--- src/rtl/pool_pkg.sv ---
// Shared definitions for the max-pool stages: FSM states, map geometry
// constants and the signed int8 max helper.
package pool_pkg;

  localparam int unsigned IN_WORDS_PER_ROW = 7;
  localparam int unsigned OUT_DIM          = 7;
  localparam int unsigned LAST_PIXEL       = 48;
  localparam int unsigned LAST_WORD        = 24;

  typedef enum logic [2:0] {
    IDLE,
    RD_T,
    RD_B,
    REDUCE,
    WRITE,
    DONE
  } pool_state_e;

  function automatic logic [7:0] smax8(input logic [7:0] a, input logic [7:0] b);
    return ($signed(a) > $signed(b)) ? a : b;
  endfunction

endpackage

--- src/rtl/maxpool_stage_if.sv ---
// Run/busy handshake plus output-SRAM read port and scratchpad write port
// of the max-pool stage.
interface maxpool_stage_if;
  logic        pool_run;
  logic        pool_busy;
  logic [11:0] output_sram_read_address;
  logic [15:0] output_sram_read_data;
  logic        scratchpad_sram_write_enable;
  logic [11:0] scratchpad_sram_write_addresss;
  logic [15:0] scratchpad_sram_write_data;

  modport master (
    input  pool_run,
    output pool_busy,
    output output_sram_read_address,
    input  output_sram_read_data,
    output scratchpad_sram_write_enable,
    output scratchpad_sram_write_addresss,
    output scratchpad_sram_write_data
  );

  modport slave (
    output pool_run,
    input  pool_busy,
    input  output_sram_read_address,
    output output_sram_read_data,
    input  scratchpad_sram_write_enable,
    input  scratchpad_sram_write_addresss,
    input  scratchpad_sram_write_data
  );
endinterface

--- src/rtl/maxpool_stage_max4_s8.sv ---
// Combinational signed maximum of four int8 values.
module max4_s8 (
  input  logic [7:0] a,
  input  logic [7:0] b,
  input  logic [7:0] c,
  input  logic [7:0] d,
  output logic [7:0] y
);
  import pool_pkg::*;

  always_comb begin
    y = smax8(smax8(a, b), smax8(c, d));
  end
endmodule

--- src/rtl/maxpool_stage.sv ---
// 2x2 stride-2 signed max-pool of a 14x14 int8 map into a 7x7 map,
// packed two pooled pixels per scratchpad word.
module maxpool_stage #(
  parameter logic [11:0] RD_BASE_ADDR     = 12'h000,
  parameter logic [11:0] SP_BASE_ADDR     = 12'h000,
  parameter int unsigned IN_WORDS_PER_ROW = 7,
  parameter int unsigned OUT_DIM          = 7
) (
  input  logic           clk,
  input  logic           reset_b,
  maxpool_stage_if.master pool
);
  import pool_pkg::*;

  localparam logic [2:0]  LAST_IDX   = 3'(OUT_DIM - 1);
  localparam logic [11:0] ROW_STRIDE = 12'(IN_WORDS_PER_ROW);
  localparam logic [11:0] WIN_STRIDE = 12'(2 * IN_WORDS_PER_ROW);

  pool_state_e state;
  logic [2:0]  i, j;
  logic [4:0]  k;
  logic        p_odd;
  logic [7:0]  partial, hold_hi, reduced;
  logic [2:0]  next_i, next_j;
  logic        at_last;
  logic [11:0] top_addr, next_top_addr;

  max4_s8 u_max4 (
    .a(partial),
    .b(pool.output_sram_read_data[15:8]),
    .c(pool.output_sram_read_data[7:0]),
    .d(partial),
    .y(reduced)
  );

  always_comb begin
    at_last = (i == LAST_IDX) && (j == LAST_IDX);
    next_i  = i;
    next_j  = j + 3'd1;
    if (j == LAST_IDX) begin
      next_i = i + 3'd1;
      next_j = '0;
    end
    top_addr      = RD_BASE_ADDR + WIN_STRIDE * 12'(i) + 12'(j);
    next_top_addr = RD_BASE_ADDR + WIN_STRIDE * 12'(next_i) + 12'(next_j);
  end

  always_ff @(posedge clk or negedge reset_b) begin
    if (!reset_b) begin
      state                              <= IDLE;
      pool.pool_busy                     <= 1'b0;
      pool.output_sram_read_address      <= RD_BASE_ADDR;
      pool.scratchpad_sram_write_enable  <= 1'b0;
      pool.scratchpad_sram_write_addresss <= SP_BASE_ADDR;
      pool.scratchpad_sram_write_data    <= '0;
      i       <= '0;
      j       <= '0;
      k       <= '0;
      p_odd   <= 1'b0;
      partial <= '0;
      hold_hi <= '0;
    end else begin
      case (state)
        IDLE: begin
          if (pool.pool_run) begin
            pool.pool_busy                <= 1'b1;
            pool.output_sram_read_address <= top_addr;
            state                         <= RD_T;
          end
        end
        RD_T: begin
          pool.output_sram_read_address <= top_addr + ROW_STRIDE;
          state                         <= RD_B;
        end
        RD_B: begin
          partial <= smax8(pool.output_sram_read_data[15:8], pool.output_sram_read_data[7:0]);
          state   <= REDUCE;
        end
        REDUCE: begin
          if (!p_odd && !at_last) begin
            hold_hi                       <= reduced;
            i                             <= next_i;
            j                             <= next_j;
            p_odd                         <= ~p_odd;
            pool.output_sram_read_address <= next_top_addr;
            state                         <= RD_T;
          end else begin
            // Pixel 48 is even and lands alone in the high byte of the last word.
            pool.scratchpad_sram_write_enable <= 1'b1;
            pool.scratchpad_sram_write_data   <= p_odd ? {hold_hi, reduced} : {reduced, 8'h00};
            state                             <= WRITE;
          end
        end
        WRITE: begin
          pool.scratchpad_sram_write_enable <= 1'b0;
          if (at_last) begin
            state <= DONE;
          end else begin
            i                                   <= next_i;
            j                                   <= next_j;
            p_odd                               <= ~p_odd;
            k                                   <= k + 5'd1;
            pool.scratchpad_sram_write_addresss <= SP_BASE_ADDR + 12'(k) + 12'd1;
            pool.output_sram_read_address       <= next_top_addr;
            state                               <= RD_T;
          end
        end
        DONE: begin
          pool.pool_busy                      <= 1'b0;
          i                                   <= '0;
          j                                   <= '0;
          k                                   <= '0;
          p_odd                               <= 1'b0;
          pool.output_sram_read_address       <= RD_BASE_ADDR;
          pool.scratchpad_sram_write_addresss <= SP_BASE_ADDR;
          state                               <= IDLE;
        end
        default: state <= IDLE;
      endcase
    end
  end
endmodule
--- src/flat_wrapper.sv ---
// flat-port wrapper written by rule: the top's interface ports become plain ports
module maxpool_stage_flat import pool_pkg::*;
#(
  parameter logic [11:0] RD_BASE_ADDR     = 12'h000,
  parameter logic [11:0] SP_BASE_ADDR     = 12'h000,
  parameter int unsigned IN_WORDS_PER_ROW = 7,
  parameter int unsigned OUT_DIM          = 7
)
  (clk, reset_b, pool_pool_run, pool_pool_busy, pool_output_sram_read_address, pool_output_sram_read_data, pool_scratchpad_sram_write_enable, pool_scratchpad_sram_write_addresss, pool_scratchpad_sram_write_data);
  maxpool_stage_if pool_i ();
  input  logic clk;
  input  logic reset_b;
  input wire logic [$bits(pool_i.pool_run)-1:0] pool_pool_run;
  output wire logic [$bits(pool_i.pool_busy)-1:0] pool_pool_busy;
  output wire logic [$bits(pool_i.output_sram_read_address)-1:0] pool_output_sram_read_address;
  input wire logic [$bits(pool_i.output_sram_read_data)-1:0] pool_output_sram_read_data;
  output wire logic [$bits(pool_i.scratchpad_sram_write_enable)-1:0] pool_scratchpad_sram_write_enable;
  output wire logic [$bits(pool_i.scratchpad_sram_write_addresss)-1:0] pool_scratchpad_sram_write_addresss;
  output wire logic [$bits(pool_i.scratchpad_sram_write_data)-1:0] pool_scratchpad_sram_write_data;
  assign pool_i.pool_run = pool_pool_run;
  assign pool_pool_busy = pool_i.pool_busy;
  assign pool_output_sram_read_address = pool_i.output_sram_read_address;
  assign pool_i.output_sram_read_data = pool_output_sram_read_data;
  assign pool_scratchpad_sram_write_enable = pool_i.scratchpad_sram_write_enable;
  assign pool_scratchpad_sram_write_addresss = pool_i.scratchpad_sram_write_addresss;
  assign pool_scratchpad_sram_write_data = pool_i.scratchpad_sram_write_data;
  maxpool_stage #(.RD_BASE_ADDR(RD_BASE_ADDR), .SP_BASE_ADDR(SP_BASE_ADDR), .IN_WORDS_PER_ROW(IN_WORDS_PER_ROW), .OUT_DIM(OUT_DIM)) u_core (.clk(clk), .reset_b(reset_b), .pool(pool_i));
endmodule
--- config.mk ---
export PLATFORM = sky130hd
export DESIGN_NAME = maxpool_stage_flat
export DESIGN_NICKNAME = d
export VERILOG_FILES = /design/src/rtl/pool_pkg.sv /design/src/rtl/maxpool_stage_if.sv /design/src/rtl/maxpool_stage_max4_s8.sv /design/src/rtl/maxpool_stage.sv /design/src/flat_wrapper.sv
export SDC_FILE = /design/constraint.sdc
export NUM_CORES = 1
export LEC_CHECK = 0
export CAP_MARGIN = 20
export CORE_UTILIZATION = 57
export CTS_CLUSTER_DIAMETER = 60
export CTS_CLUSTER_SIZE = 10
export DETAILED_ROUTE_END_ITERATION = 8
export GPL_ROUTABILITY_DRIVEN = 0
export PLACE_DENSITY = 0.81
export SETUP_SLACK_MARGIN = 0.4
export SLEW_MARGIN = 5
export SYNTH_ARGS = -nofsm -noshare
export SYNTH_HDL_FRONTEND = slang
export SYNTH_SLANG_ARGS = --single-unit
--- constraint.sdc ---
create_clock -name clk -period 5.4 [get_ports clk]
set_clock_uncertainty 0.05 [all_clocks]
set_input_delay 1.08 -clock clk [delete_from_list [all_inputs] [get_ports clk]]
set_output_delay 1.08 -clock clk [all_outputs]
set_load 0.005 [all_outputs]
==> impl_metrics.csv, run 1 <==
group,metric,value,unit
cells_and_area,layout_top_cells,"nand2_1 (70), dfrtp_1 (59), ha_1 (50), clkdlybuf4s50_1 (50), inv_1 (49)",
floorplanning,chip_area,9440,um2
worst_hold_path,worstHoldStart,"u_core.hold_hi[6]$_DFFE_PN0P_",
global_route,antenna_found_initial,0,
power_and_ir_drop,p_sw_frac,0.390,
place,hpwl,9430,um
logic_synthesis,synth-simple-area-share,0.154,
logic_synthesis,netlist_area,5160,um2
floorplanning,rows,34,
outcome,status,"finished clean",
place,portBuffers,51,
sta,maxSlewViolCount,0,
logic_synthesis,avgSynthCellArea,8.91,um2
power_and_ir_drop,vdd_ir_drop_max,159,uV
logic_synthesis,synth.most_common_cell,"nand2_1",
sta,maxSlewHeadroom,0.284,
logic_synthesis,yosys_area,5160,um2
sta,worst_pin_slew,1.07,ns
logic_synthesis,yosysSeqAreaShare,0.286,
worst_setup_path,rrSetupSlack,1.29,ns
cells_and_area,utilization,0.664,
logic_synthesis,synth.area.top_cells,"dfrtp_1 (29%), ha_1 (12%), nand2_1 (5.1%)",
logic_synthesis,ys.flop_type,"dfrtp_1",
sta,setup_tns,0,ns
clock_network,cts_max_level,3,
power_and_ir_drop,seqPwrFrac,0.336,
cells_and_area,largest_reg_flops,16,
detailed_routing,dr.pass1.iters,7,
cells_and_area,drive_gt1_frac,0.104,
logic_synthesis,yosys.area_share.aoi,0.286,
place,place_inst,716,
logic_synthesis,logic_family,"AND-OR/OR-AND gates",
worst_setup_path,start_kind,"primary input",
floorplanning,fp_util,0.589,
logic_synthesis,synth_cell_types,75,
logic_synthesis,fa_ha_area_frac,0.152,
power_and_ir_drop,comb_power_share,0.437,
cells_and_area,diodes,0,
logic_synthesis,mux_area_frac,0.0116,
sta,timing.fmax,0.206,GHz
worst_setup_path,cp_max_fo,16,
worst_setup_path,crit_required,5.55,ns
clock_network,cts_tree,"built",
global_route,grt-ovfl-total,0,
cells_and_area,nFillCells,724,
clock_network,clk_pin_slew_worst_paths,0.07,ns
logic_synthesis,yosys.area.top_type,"dfrtp_1",
logic_synthesis,ys_cells,579,
worst_hold_path,worstHoldEndpoint,"u_core.hold_hi[6]$_DFFE_PN0P_",
run,maxCapViolations,0,
worst_setup_path,crit_slowest_cell,"clkdlybuf4s50_1",
cells_and_area,fin_area,5820,um2
logic_synthesis,top_cells_by_count,"nand2_1 (70), dfrtp_1 (59), ha_1 (50), inv_1 (49), a21oi_1 (47)",
cells_and_area,fin_cells,732,
place,place_area,5610,um2
global_route,grt_pass1_vias,4358,
sta,hold_viol,0,
worst_setup_path,end_kind,"flop",
power_and_ir_drop,p_int,1.14,mW
clock_network,cts_resized,0,
clock_network,cts_buffer_depth,2,
floorplanning,core_region_area,8760,um2
detailed_routing,final_antenna_net_count,0,
sta,finalSetupViolations,0,
worst_hold_path,hp-class,"reg2reg",
clock_network,hold_buffers,0,
power_and_ir_drop,power.switching,731,uW
cells_and_area,area_delta_synth_final,12.7,%
logic_synthesis,async_flop_share,1.00,
run,tool_warnings,36,
worst_setup_path,max_stage_delay,0.52,ns
worst_setup_path,r2r-end,"u_core.pool.scratchpad_sram_write_data[15]$_DFFE_PN0P_",
worst_setup_path,r2r_cells,14,
power_and_ir_drop,power-per-cell-area,322,nW/um2
logic_synthesis,synth_flops,59,
worst_setup_path,path_class,"in2reg",
sta,holdWs,0.425,ns
logic_synthesis,yosysWarnings,0,
clock_network,cts_root_buf,"clkbuf_8",
sta,finalCritPeriodShare,0.898,
logic_synthesis,ys_sh_xor,0.0272,
power_and_ir_drop,p_leak,2.61,nW
detailed_routing,drt_iter0_drc,350,
floorplanning,die_width,97.2,um
worst_setup_path,crit_family,"AND-OR/OR-AND gates",
clock_network,cts.sinks,59,
logic_synthesis,top_area_frac,0.286,
global_route,grt_max_degree,60,
global_route,grt_first_pass_wirelength,21200,um
worst_hold_path,hold_depth,2,
logic_synthesis,syn_inst,579,
floorplanning,io_pins,61,
sta,grt_setup_unrepaired,"true",
clock_network,cts_buffers,9,
detailed_routing,drc,0,
worst_setup_path,worst-path-buf-inv,2,
detailed_routing,viasPerCell,6.28,
worst_setup_path,path_cells,"clkdlybuf4s50_1 > inv_1 > ha_1 > a21oi_1 > o21a_1 > or2_0 > a22o_4 > a21o_2 > ha_1 > a21o_1 > a21oi_1 > o221ai_1 > and2_1 > a211oi_1 > o41ai_2",
sta,layout_min_cycle_time,4.85,ns
worst_setup_path,r2r_start,"u_core.partial[5]$_DFFE_PN0P_",
worst_setup_path,worst-endpoint-arrival,5.01,ns
logic_synthesis,synth-edff-count,0,
floorplanning,dieHeight,97.2,um
cells_and_area,largestRegisters,"u_core.pool.scratchpad_sram_write_data x16, u_core.pool.output_sram_read_address x9",
cells_and_area,largest-register,"u_core.pool.scratchpad_sram_write_data",
cells_and_area,mostFrequentLayoutCell,"nand2_1",
clock_network,cts_setup_buffers,0,
cells_and_area,final_nets,696,
==> run 1: stage by stage <==
step                power, mW  setup slack, ns
finish                   1.87            0.549
detailed placement       1.44            0.238
CTS                      1.87            0.602
floorplan                1.20             1.01
global route             1.99            0.338
global placement         1.40            0.415
==> run 1: layer usage <==
layer,up-vias,part of all wire,track usage
met5,-,0,0
met4,0,0.014,0.0850
met3,22,0.072,0.0496
met2,195,0.45,0.418
met1,2206,0.47,0.402
li1,2174,-,-
==> run 1: how the worst max path moves through the flow <==
stage	from	to	slack, ns	depth (start not counted)
global route	pool_output_sram_read_data[13]	u_core.hold_hi[7]$_DFFE_PN0P_	0.34	15
finish	pool_output_sram_read_data[11]	u_core.pool.scratchpad_sram_write_data[15]$_DFFE_PN0P_	0.55	15
floorplan	pool_output_sram_read_data[11]	u_core.pool.scratchpad_sram_write_data[0]$_DFFE_PN0P_	1.01	17
detailed placement	pool_output_sram_read_data[13]	u_core.pool.scratchpad_sram_write_data[6]$_DFFE_PN0P_	0.24	15
global placement	pool_output_sram_read_data[11]	u_core.pool.scratchpad_sram_write_data[14]$_DFFE_PN0P_	0.41	15
CTS	pool_output_sram_read_data[13]	u_core.pool.scratchpad_sram_write_data[6]$_DFFE_PN0P_	0.60	15
==> run 1: layout make-up <==
class                      instances  area (um2)  share of cell area
multi-input combinational        446        3300               0.567
sequential                        59        1480               0.254
timing repair buffer              53         520              0.0895
inverter                          50         188              0.0323
clock buffer                      10         138              0.0237
tap                              108         135              0.0232
clock inverter                     6        63.8              0.0110
==> run 1: power groups by stage <==
stage                     Combinational [mW]  Clock (mW)  Sequential [mW]
after detailed placement               0.806           0            0.635
after global placement                 0.772           0            0.629
after CTS                              0.809       0.429            0.627
final                                  0.817       0.426            0.629
after global routing                   0.893       0.451            0.642
after floorplan                        0.576           0            0.619
run_1/pdn.png
The bar under the picture is 20 um long. Pins as bars on the die edge. Tap cells in grey.
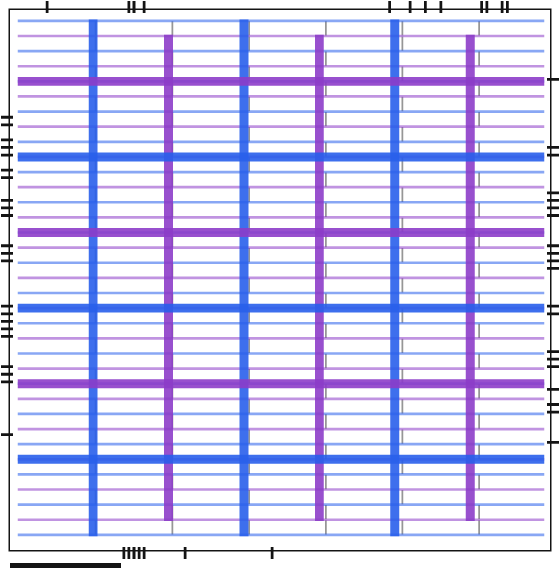
| colour | net |
|---|---|
| blue | VSS |
| purple | VDD |
met1 rails: 35
met4 straps: 6
met5 straps: 6

run_1/cell_classes.png
The bar under the picture is 20 um long.
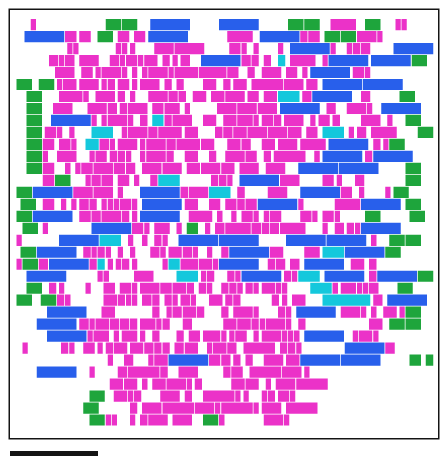
| colour | class | cells |
|---|---|---|
| magenta | all other logic | 496 |
| blue | flip-flops | 59 |
| green | other buffers and delay cells | 53 |
| cyan | clock drivers and dummy loads | 16 |

run_1/clock_map.png
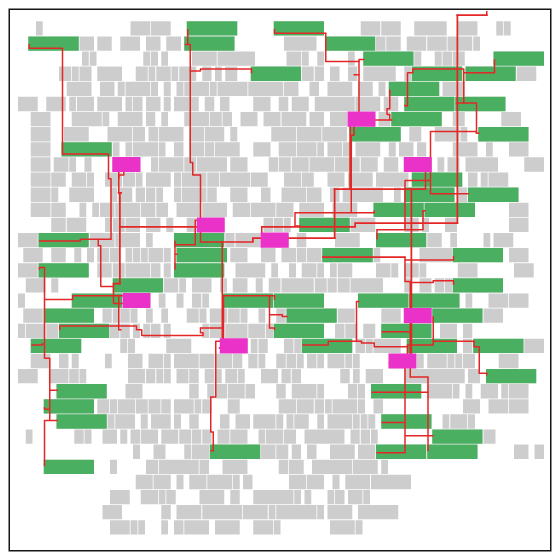
[red] clock wires | length: 921 um
[magenta] cells driving clock nets | count: 9
[green] flip-flops | count: 59
routed clock nets: 10
Clk network pwr share: 0.227
Latency at later pin: 0.35 ns
clk pwr: 426 uW

run_1/metal_stack.png
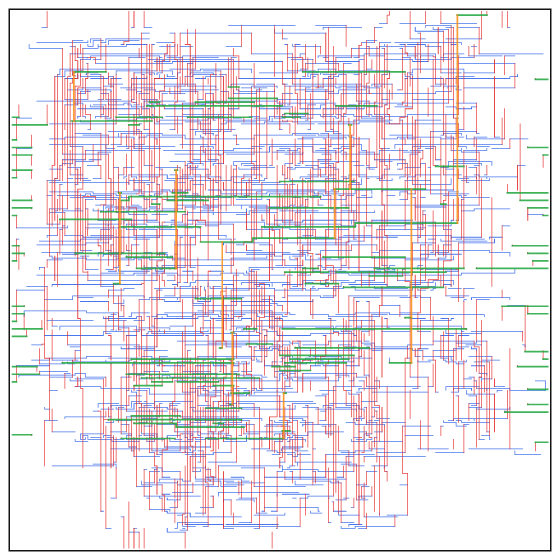
| colour | layer | wire length |
|---|---|---|
| red | met2 | 5630 um |
| green | met3 | 910 um |
| blue | met1 | 5930 um |
| orange | met4 | 172 um |
Routed WL: 12600 um
DR WL/cell: 17.3 um
via count: 4597
GRT Total Usage: 0.276

run_1/final_congestion.png
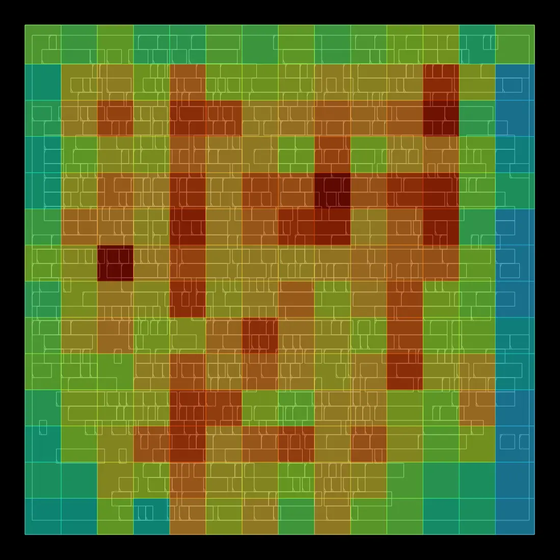

==> run 2: changes to the inputs <==
--- a/config.mk
+++ b/config.mk
@@ -15,2 +15,3 @@
 export SETUP_SLACK_MARGIN = 0.4
+export SKIP_LAST_GASP = 1
 export SLEW_MARGIN = 5
==> constraint.sdc (replaced) <==
create_clock -name clk -period 5.4 [get_ports clk]
set_clock_uncertainty 0.05 [all_clocks]
set_input_delay 1.62 -clock clk [delete_from_list [all_inputs] [get_ports clk]]
set_output_delay 1.62 -clock clk [all_outputs]
set_load 0.005 [all_outputs]
run_2/final_congestion.png
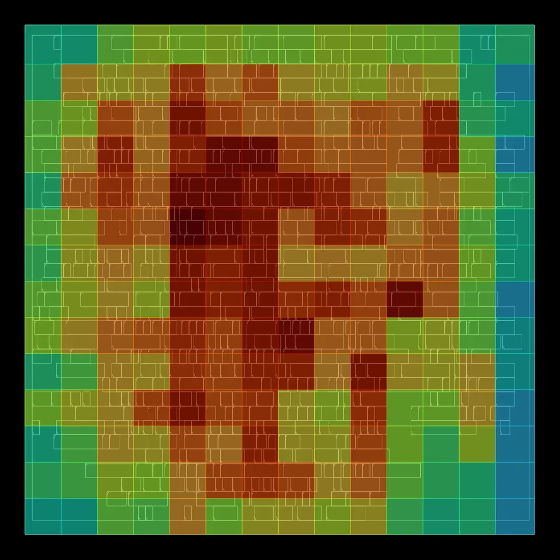
final core utilization: 0.722
GRT Total Usage: 0.281

==> run 2 against run 1 <==
- die area is the same
- cell area grew 8.7%
- worst hold slack about the same
- wire length is 16% higher
- area after synthesis unchanged
- sequential cell count did not move
- first-iteration DRC count up 43%
- critical path type unchanged
- critical endpoint is now u_core.hold_hi[4]$_DFFE_PN0P_
==> impl_metrics.csv, run 2 <==
group,metric,value,unit
worst_setup_path,endpoint,"u_core.hold_hi[4]$_DFFE_PN0P_",
power_and_ir_drop,power-per-cell-area,355,nW/um2
logic_synthesis,yosysWarnings,0,
sta,grt_setup_unrepaired,"false",
logic_synthesis,synth.most_common_cell,"nand2_1",
power_and_ir_drop,p_leak,2.91,nW
clock_network,cts_buffers,9,
worst_setup_path,startpoint,"pool_output_sram_read_data[3]",
global_route,use_met2,0.441,
worst_setup_path,path_cells,"clkdlybuf4s50_1 > ha_1 > nand4_1 > nor2_1 > a211o_1 > a21oi_1 > a21oi_1 > ha_1 > nand4_1 > o32ai_2 > mux2i_1 > and2_4 > buf_4 > a211oi_4 > o31ai_1",
sta,maxSlewHeadroom,0.382,
place,place_area,5750,um2
cells_and_area,final_nets,727,
logic_synthesis,yosysSeqAreaShare,0.286,
sta,layout_min_cycle_time,5.19,ns
global_route,met1_usage,0.388,
worst_setup_path,crit_required,5.55,ns
clock_network,clkLatencyLatePin,0.35,ns
power_and_ir_drop,power.switching,869,uW
sta,timing.fmax,0.193,GHz
outcome,status,"finished clean",
cells_and_area,final-seq-area,1480,um2
clock_network,clk_pin_slew_worst_paths,0.07,ns
clock_network,cts_buffer_depth,2,
sta,maxSlewViolCount,0,
cells_and_area,area_delta_synth_final,22.5,%
clock_network,cts.sinks,59,
sta,setup_tns,0,ns
logic_synthesis,async_flop_share,1.00,
cells_and_area,layout_top_cells,"nand2_1 (70), dfrtp_1 (59), ha_1 (48), inv_1 (47), a21oi_1 (43)",
global_route,grt_first_pass_wirelength,21700,um
logic_synthesis,top_area_frac,0.286,
global_route,grt_max_degree,35,
cells_and_area,final-comb-area,3500,um2
logic_synthesis,yosys_area,5160,um2
logic_synthesis,yosys.area.top_type,"dfrtp_1",
sta,holdWs,0.425,ns
worst_hold_path,hold_depth,2,
place,post-place-ws,-0.160,ns
cells_and_area,drive_gt1_frac,0.179,
power_and_ir_drop,vdd_ir_drop_max,192,uV
cells_and_area,fin_area,6320,um2
global_route,antenna_found_initial,0,
floorplanning,rows,34,
logic_synthesis,synth_cell_types,75,
logic_synthesis,synth-edff-count,0,
worst_setup_path,max_stage_delay,0.49,ns
floorplanning,die_width,97.2,um
worst_setup_path,start_kind,"primary input",
worst_hold_path,worstHoldEndpoint,"u_core.hold_hi[2]$_DFFE_PN0P_",
logic_synthesis,top_cells_by_count,"nand2_1 (70), dfrtp_1 (59), ha_1 (50), inv_1 (49), a21oi_1 (47)",
sta,hold_viol,0,
clock_network,cts_root_buf,"clkbuf_8",
logic_synthesis,syn_inst,579,
worst_setup_path,r2r_cells,15,
global_route,grt-ovfl-total,0,
logic_synthesis,ys_cells,579,
detailed_routing,final_antenna_net_count,0,
worst_setup_path,r2r-end,"u_core.hold_hi[4]$_DFFE_PN0P_",
worst_setup_path,worst-endpoint-arrival,5.34,ns
worst_setup_path,crit_slowest_cell,"a21oi_1",
power_and_ir_drop,p_sw_frac,0.387,
cells_and_area,nFillCells,638,
power_and_ir_drop,comb_power_share,0.505,
power_and_ir_drop,seqPwrFrac,0.283,
run,maxCapViolations,0,
worst_hold_path,hp-class,"reg2reg",
floorplanning,io_pins,61,
power_and_ir_drop,power,2.25,mW
global_route,busiest_layer,"met2",
floorplanning,core_region_area,8760,um2
global_route,met3_usage,0.0482,
clock_network,hold_buffers,0,
place,place_inst,733,
power_and_ir_drop,pwr-share-clk,0.213,
worst_setup_path,cp_max_fo,8,
logic_synthesis,avgSynthCellArea,8.91,um2
logic_synthesis,ys.flop_type,"dfrtp_1",
detailed_routing,drc,0,
sta,finalSetupViolations,0,
worst_setup_path,r2r_start,"u_core.partial[5]$_DFFE_PN0P_",
place,portBuffers,51,
floorplanning,chip_area,9440,um2
logic_synthesis,netlist_area,5160,um2
cells_and_area,diodes,0,
cells_and_area,mostFrequentLayoutCell,"nand2_1",
sta,finalWorstSetupSlack,0.211,ns
worst_hold_path,worstHoldStart,"u_core.hold_hi[2]$_DFFE_PN0P_",
clock_network,cts_max_level,3,
global_route,grt_pass1_vias,4552,
place,hpwl,9460,um
logic_synthesis,synth_flops,59,
run,tool_warnings,36,
cells_and_area,largestRegisters,"u_core.pool.scratchpad_sram_write_data x16, u_core.pool.output_sram_read_address x9",
floorplanning,dieHeight,97.2,um
floorplanning,fp_util,0.589,
sta,finalCritPeriodShare,0.961,
cells_and_area,fin_cells,763,
sta,worst_pin_slew,0.924,ns
clock_network,cts_tree,"built",
power_and_ir_drop,p_int,1.38,mW
detailed_routing,drt_iter0_drc,501,
worst_setup_path,path_class,"in2reg",
cells_and_area,largest_reg_flops,16,
detailed_routing,viasPerCell,6.52,
worst_setup_path,end_kind,"flop",
logic_synthesis,synth.area.top_cells,"dfrtp_1 (29%), ha_1 (12%), nand2_1 (5.1%)",
detailed_routing,dr.pass1.iters,6,
cells_and_area,largest-register,"u_core.pool.scratchpad_sram_write_data",
worst_setup_path,rrSetupSlack,1.24,ns
run_2/metal_stack.png
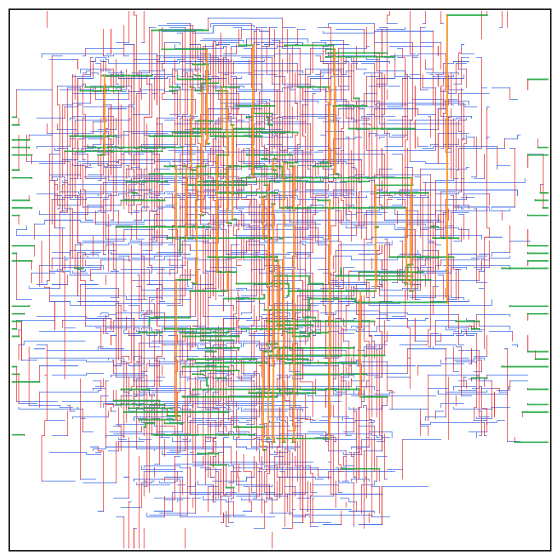
| colour | layer | wire length |
|---|---|---|
| orange | met4 | 673 um |
| green | met3 | 1180 um |
| blue | met1 | 6000 um |
| red | met2 | 6760 um |
DR WL/cell: 19.1 um
via count: 4976
Routed WL: 14600 um

==> run 2: cell counts after synthesis <==
Identical to the previous run, type by type.
==> run 2: power by group through the flow <==
stage / sequential [mW] / combinational, mW / clock [mW]
after floorplan: 0.619 / 0.576 / 0
final: 0.635 / 1.13 / 0.478
after CTS: 0.626 / 0.964 / 0.473
after global routing: 0.648 / 1.20 / 0.494
after global placement: 0.626 / 0.869 / 0
after detailed placement: 0.632 / 0.900 / 0
==> run 2: critical path: cells and delay by family <==
| kind | cells | cell delay [ns] |
|---|---|---|
| AOI/OAI and AO/OA | 6 | 1.61 |
| muxes | 1 | 0.15 |
| adders and majority gates | 2 | 0.70 |
| and+or+nand+nor | 4 | 0.64 |
| buffers and inverters | 2 | 0.62 |
==> run 2: layout make-up <==
type,count,area share
inverters,50,0.0297
well taps,108,0.0214
multi-input cells,447,0.554
flip-flops and latches,59,0.233
clock inverters,4,0.0115
repair buffers,83,0.126
clock buffers,12,0.0245
==> run 2: routing by layer <==
metal	vias up	wire, um
met2	313	6760
met4	0	673
met5	-	0
met3	64	1180
li1	2232	-
met1	2367	6000
==> run 2: logic make-up after synthesis <==
| logic type | count (synthesis) | share of synthesized area |
|---|---|---|
| and+or+nand+nor | 168 | 0.154 |
| muxes | 6 | 0.0116 |
| buffers and inverters | 82 | 0.0822 |
| AOI/OAI and AO/OA | 189 | 0.286 |
| adders and majority gates | 58 | 0.152 |
| other | 1 | 0.000727 |
| xor gates and xnor gates | 16 | 0.0272 |
| DFF | 59 | 0.286 |
==> run 2: repair_timing <==
item	CTS	global route
setup buffers	5	8
resized	11	38
endpoints found under the setup margin	24	24
gates cloned	0	1
pin swaps	3	9
Power figures rest on the tool's default switching activity, not on a simulated workload.
